### src/rtl/inst_fetch_unit.sv
// Program counter and fetch stage: drives the instruction memory address and
// registers the returned word into the IF/ID boundary for the decoder.
module inst_fetch_unit #(
    parameter logic [31:0] RESET_PC   = 32'h0000_0000,
    parameter int unsigned IMEM_WORDS = 256,
    parameter logic [31:0] NOP_INST   = 32'h0000_0013
) (
    input  logic        clk,
    input  logic        rst,
    output logic [31:0] inst_addr,
    input  logic [31:0] instruction,
    input  logic        stall,
    input  logic        redirect_valid,
    input  logic [31:0] redirect_pc,
    output logic        if_valid,
    output logic [31:0] if_pc,
    output logic [31:0] if_pc_plus4,
    output logic [31:0] if_inst,
    output logic        fetch_fault
);

    typedef enum logic [1:0] {
        BOOT  = 2'd0,
        RUN   = 2'd1,
        FAULT = 2'd2
    } state_e;

    // 33-bit so that a 4 GiB memory limit and the pc+4 carry both compare correctly
    localparam logic [32:0] PC_LIMIT = 33'(IMEM_WORDS) << 2;

    state_e      state_q, state_d;
    logic [31:0] pc_q, pc_d;
    logic        vld_q, vld_d;
    logic [31:0] ifpc_q, ifpc_d;
    logic [31:0] ifpc4_q, ifpc4_d;
    logic [31:0] ifinst_q, ifinst_d;
    logic        fault_q, fault_d;

    logic [32:0] seq_sum;
    logic        redir_bad;

    assign seq_sum   = {1'b0, pc_q} + 33'd4;
    assign redir_bad = (redirect_pc[1:0] != 2'b00) || ({1'b0, redirect_pc} >= PC_LIMIT);

    always_comb begin
        state_d  = state_q;
        pc_d     = pc_q;
        vld_d    = vld_q;
        ifpc_d   = ifpc_q;
        ifpc4_d  = ifpc4_q;
        ifinst_d = ifinst_q;
        fault_d  = fault_q;

        unique case (state_q)
            BOOT: begin
                state_d = RUN;
            end
            RUN: begin
                if (redirect_valid) begin
                    // Flush: the word fetched this cycle is dropped, if_pc fields hold
                    vld_d    = 1'b0;
                    ifinst_d = NOP_INST;
                    if (redir_bad) begin
                        fault_d = 1'b1;
                        state_d = FAULT;
                    end else begin
                        pc_d = redirect_pc;
                    end
                end else if (!stall) begin
                    vld_d    = 1'b1;
                    ifpc_d   = pc_q;
                    ifpc4_d  = seq_sum[31:0];
                    ifinst_d = instruction;
                    // Last legal word is still delivered; pc parks on it
                    if (seq_sum >= PC_LIMIT) begin
                        fault_d = 1'b1;
                        state_d = FAULT;
                    end else begin
                        pc_d = seq_sum[31:0];
                    end
                end
            end
            FAULT: begin
                vld_d    = 1'b0;
                ifinst_d = NOP_INST;
            end
            default: begin
                state_d = BOOT;
            end
        endcase
    end

    always_ff @(posedge clk) begin
        if (rst) begin
            state_q  <= BOOT;
            pc_q     <= RESET_PC;
            vld_q    <= 1'b0;
            ifpc_q   <= '0;
            ifpc4_q  <= '0;
            ifinst_q <= NOP_INST;
            fault_q  <= 1'b0;
        end else begin
            state_q  <= state_d;
            pc_q     <= pc_d;
            vld_q    <= vld_d;
            ifpc_q   <= ifpc_d;
            ifpc4_q  <= ifpc4_d;
            ifinst_q <= ifinst_d;
            fault_q  <= fault_d;
        end
    end

    assign inst_addr   = pc_q;
    assign if_valid    = vld_q;
    assign if_pc       = ifpc_q;
    assign if_pc_plus4 = ifpc4_q;
    assign if_inst     = ifinst_q;
    assign fetch_fault = fault_q;

endmodule

### config.mk
export PLATFORM = sky130hd
export DESIGN_NAME = inst_fetch_unit
export DESIGN_NICKNAME = d
export VERILOG_FILES = /design/src/rtl/inst_fetch_unit.sv
export SDC_FILE = /design/constraint.sdc
export NUM_CORES = 1
export LEC_CHECK = 0
export CAP_MARGIN = 30
export CORE_MARGIN = 10
export CORE_UTILIZATION = 45
export DETAILED_ROUTE_END_ITERATION = 8
export GPL_TIMING_DRIVEN = 0
export MAX_ROUTING_LAYER = met4
export PLACE_DENSITY_LB_ADDON = 0.1
export SYNTH_ARGS = -nofsm -noshare
export SYNTH_HDL_FRONTEND = slang
export SYNTH_SLANG_ARGS = --single-unit
### constraint.sdc
create_clock -name clk -period 4.1 [get_ports clk]
set_input_delay 0.615 -clock clk [delete_from_list [all_inputs] [get_ports clk]]
set_output_delay 0.615 -clock clk [all_outputs]
set_load 0.1 [all_outputs]
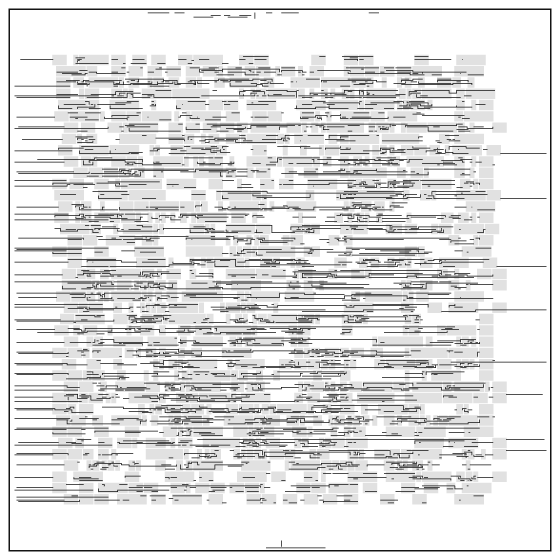
Fig. 1. Signal wires on met1.
Cells faint in the background.
main direction	horizontal
longest straight run	67.2 um
wire length on this layer	8320 um
nets with wire on the layer	869
share of all routed wire	43%

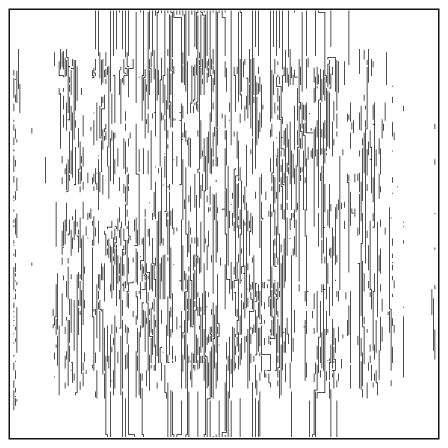
Fig. 2. The metal 2 layer.
nets with wire on the layer	817
share of all routed wire	48%
main direction	vertical
wire length on this layer	9350 um
longest straight run	46.6 um

==> impl_metrics.toml <==
# synthesis and place-and-route metrics
[pwr]
combPwrFrac_pct = 14.6
netSwitchingFraction_pct = 27.0
p_seq_share_pct = 40.7
maxPowerGroup = "clock"
clkPwrFrac_pct = 44.7
p_switching_mw = 0.873
comb-power_mw = 0.470
powerDensity_nw_per_um2 = 392
leakage_nw = 2.86
pg_seq_mw = 1.32
max-vdd-ir-drop_v = 0.000235
intPower_mw = 2.36
powerClk_mw = 1.44

[layout]
flops = 130
regArea_um2 = 2600
final_layout_top_logic_cells = "clkdlybuf4s50_1, dfxtp_1, nand2_1"
nNonClkBuffers = 257
n_antenna_cell = 0
sh_seq_area_pct = 31.6
area_delta_synth_final_pct = 50.3
comb_area_um2 = 2610
nFillCells = 1020
biggestCellCategory = "multi-input combinational cells"
num-nonclk-inverters = 8
comb_share_pct = 31.6
clock_buffers = 25
lay_top_count = "clkdlybuf4s50_1"
clock_area_share_pct = 6.74
bufAreaShareNonClock_pct = 27.5
drive_gt1_share_pct = 6.02
comb_cells = 454

[clock_tree]
holdBufCountCts = 0
post_cts_buffers = 0
ctsResizeCount = 0
clk_pin_slew_worst_paths_ns = 0.05
tritoncts = "done"
clk_latency_ns = 0.41
root_buffer = "clkbuf_16"
ctsHtreeMaxLevel = 4
cts_buffers = 17
cts.sinks = 130
clockBufferDepth = 2

[yosys]
syn_inst = 651
flop_cell = "dfxtp_1"
edf_count = 0
netlist.area_leader.share_pct = 47.4
yosysCellCount = 651
logic_family = "simple AND/OR/NAND/NOR gates"
syn_area_um2 = 5490
synth_top_cell_by_area = "dfxtp_1"
simple_gate_share_pct = 24.1
area_leaders = "dfxtp_1, nand2_1, nor2_1, a22oi_1, a21oi_1"
synthAoiAreaFrac_pct = 17.2
numSynthFlops = 130
netlist-cell-type-count = 47
syn_area_per_cell_um2 = 8.43
synthTopCellsByCount = "dfxtp_1, nand2_1, nor2_1, a21oi_1, clkbuf_1"
synth-xor-area-share_pct = 4.47
postSynthSeqShare_pct = 47.4
ys_async_sr_fraction_pct = 0
syn_nets = 720
yosysWarnings = 0
ys_sh_adder_pct = 0.228
top_cell = "dfxtp_1"
ys_sh_mux_pct = 1.37
ys_chip_area_um2 = 5490

[setup_path]
crit_type = "register to register"
critPathLaunch = "inst_addr[2]$_SDFFE_PP0P_"
cp_slowest_cell = "o41ai_4"
cp_data_required_time_ns = 4.44
reg2reg_depth = 9
max_stage_delay_ns = 0.80
cp-endpoint = "inst_addr[9]$_SDFFE_PP0P_"
crit_top_cell = "nand4_1"
end_kind = "register"
cpLargestDelayFamily = "simple AND/OR/NAND/NOR gates"
rrSetupSlack_ns = 0.31
r2r-start = "inst_addr[2]$_SDFFE_PP0P_"
cp.arrival_ns = 4.13
rr_endpoint = "inst_addr[9]$_SDFFE_PP0P_"
path_buffers = 0
path_cells = "ha_1 > and4_1 > nand4_1 > or4_1 > a22oi_1 > nand4_1 > o41ai_4 > mux2_4 > o21ai_1"
worstPathMaxFanout = 9
cp.depth = 9
critPathLaunchType = "register"

[detailed_routing]
route.met2.wl_um = 9350
dr.pass1.iters = 5
met1_length_um = 8320
top_layer_used = "met4"
viasPerCell = 5.42
antenna_left = 0
drt_iter0_markers = 352
drc_errors = 0
met3WireLength_um = 1290
wl_per_cell_um = 18.9

[global_route]
grt_use_met3_pct = 6.57
grt_most_used_layer = "met2"
use_met2_pct = 38.0
grt_pass1_vias = 5719
antenna_found_initial = 0
grt-ovfl-total = 0
use_met1_pct = 26.9
grt_max_degree = 17
grt_usage_pct = 23.2
grt_pass1_wl_um = 30000

[timing]
rsz0062_at_grt = "no"
finalClockPeriodUsage_pct = 92.4
worstMarginPinSlew_ns = 1.05
clock.fmax_mhz = 264
slew_headroom_pct = 29.9
finalMaxSlewViolations = 0
worst_clock_skew_ns = 0.00381
period_minus_slack_ns = 3.79
setup_viol = 0
hold_ws_ns = 0.449
final_hold_viol_count = 0
tns_ns = 0

[floorplanning]
rows = 40
die-height_um = 130
pin_count = 198
die_x_um = 130
initCoreUtil_pct = 45.9
coreArea_um2 = 12000
die_area_um2 = 17000
tap_cells = 147

[run_status]
outcome = "finished, final reports clean"

[placement]
gp_congestion = 0.867
dp_hpwl_um = 15000
port_buffers = 196

[run]
cap_violations = 0
warnings = 26

[hold_path]
holdPathEnd = "if_pc[26]$_SDFFE_PP0P_"
holdCritPathClass = "register to register"
holdPathStages = 2
min_from = "if_pc[26]$_SDFFE_PP0P_"
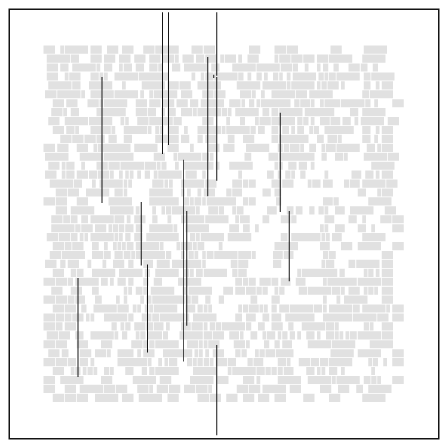
Fig. 3. M4 wires.
Cells faint in the background.
share of all routed wire	2.4%
nets with wire on the layer	9
longest straight run	61.2 um
wire length on this layer	464 um
main direction	vertical
Routed WL: 19400 um
DR vias: 5562

[cell families after synthesis]
| group | after synthesis |
|---|---|
| simple gates | 277 |
| compound gates | 141 |
| flops | 130 |
| buf+inv | 67 |
| xor+xnor | 28 |
| mux | 7 |
| fa+ha+maj | 1 |
[through the flow]
stage	instance area (um^2)	instances	setup slack, ns	util [%]	total power, mW
final	8250	1027	0.311	68.9	3.23
after global routing	8250	1027	0.0714	68.9	3.33
after CTS	8250	1027	0.308	68.9	3.24
after detailed placement	7690	996	0.336	64.3	1.81
after global placement	7630	994	0.350	63.8	1.80
after floorplan	5490	651	0.159	-	1.64
Power figures rest on the tool's default switching activity, not on a simulated workload.
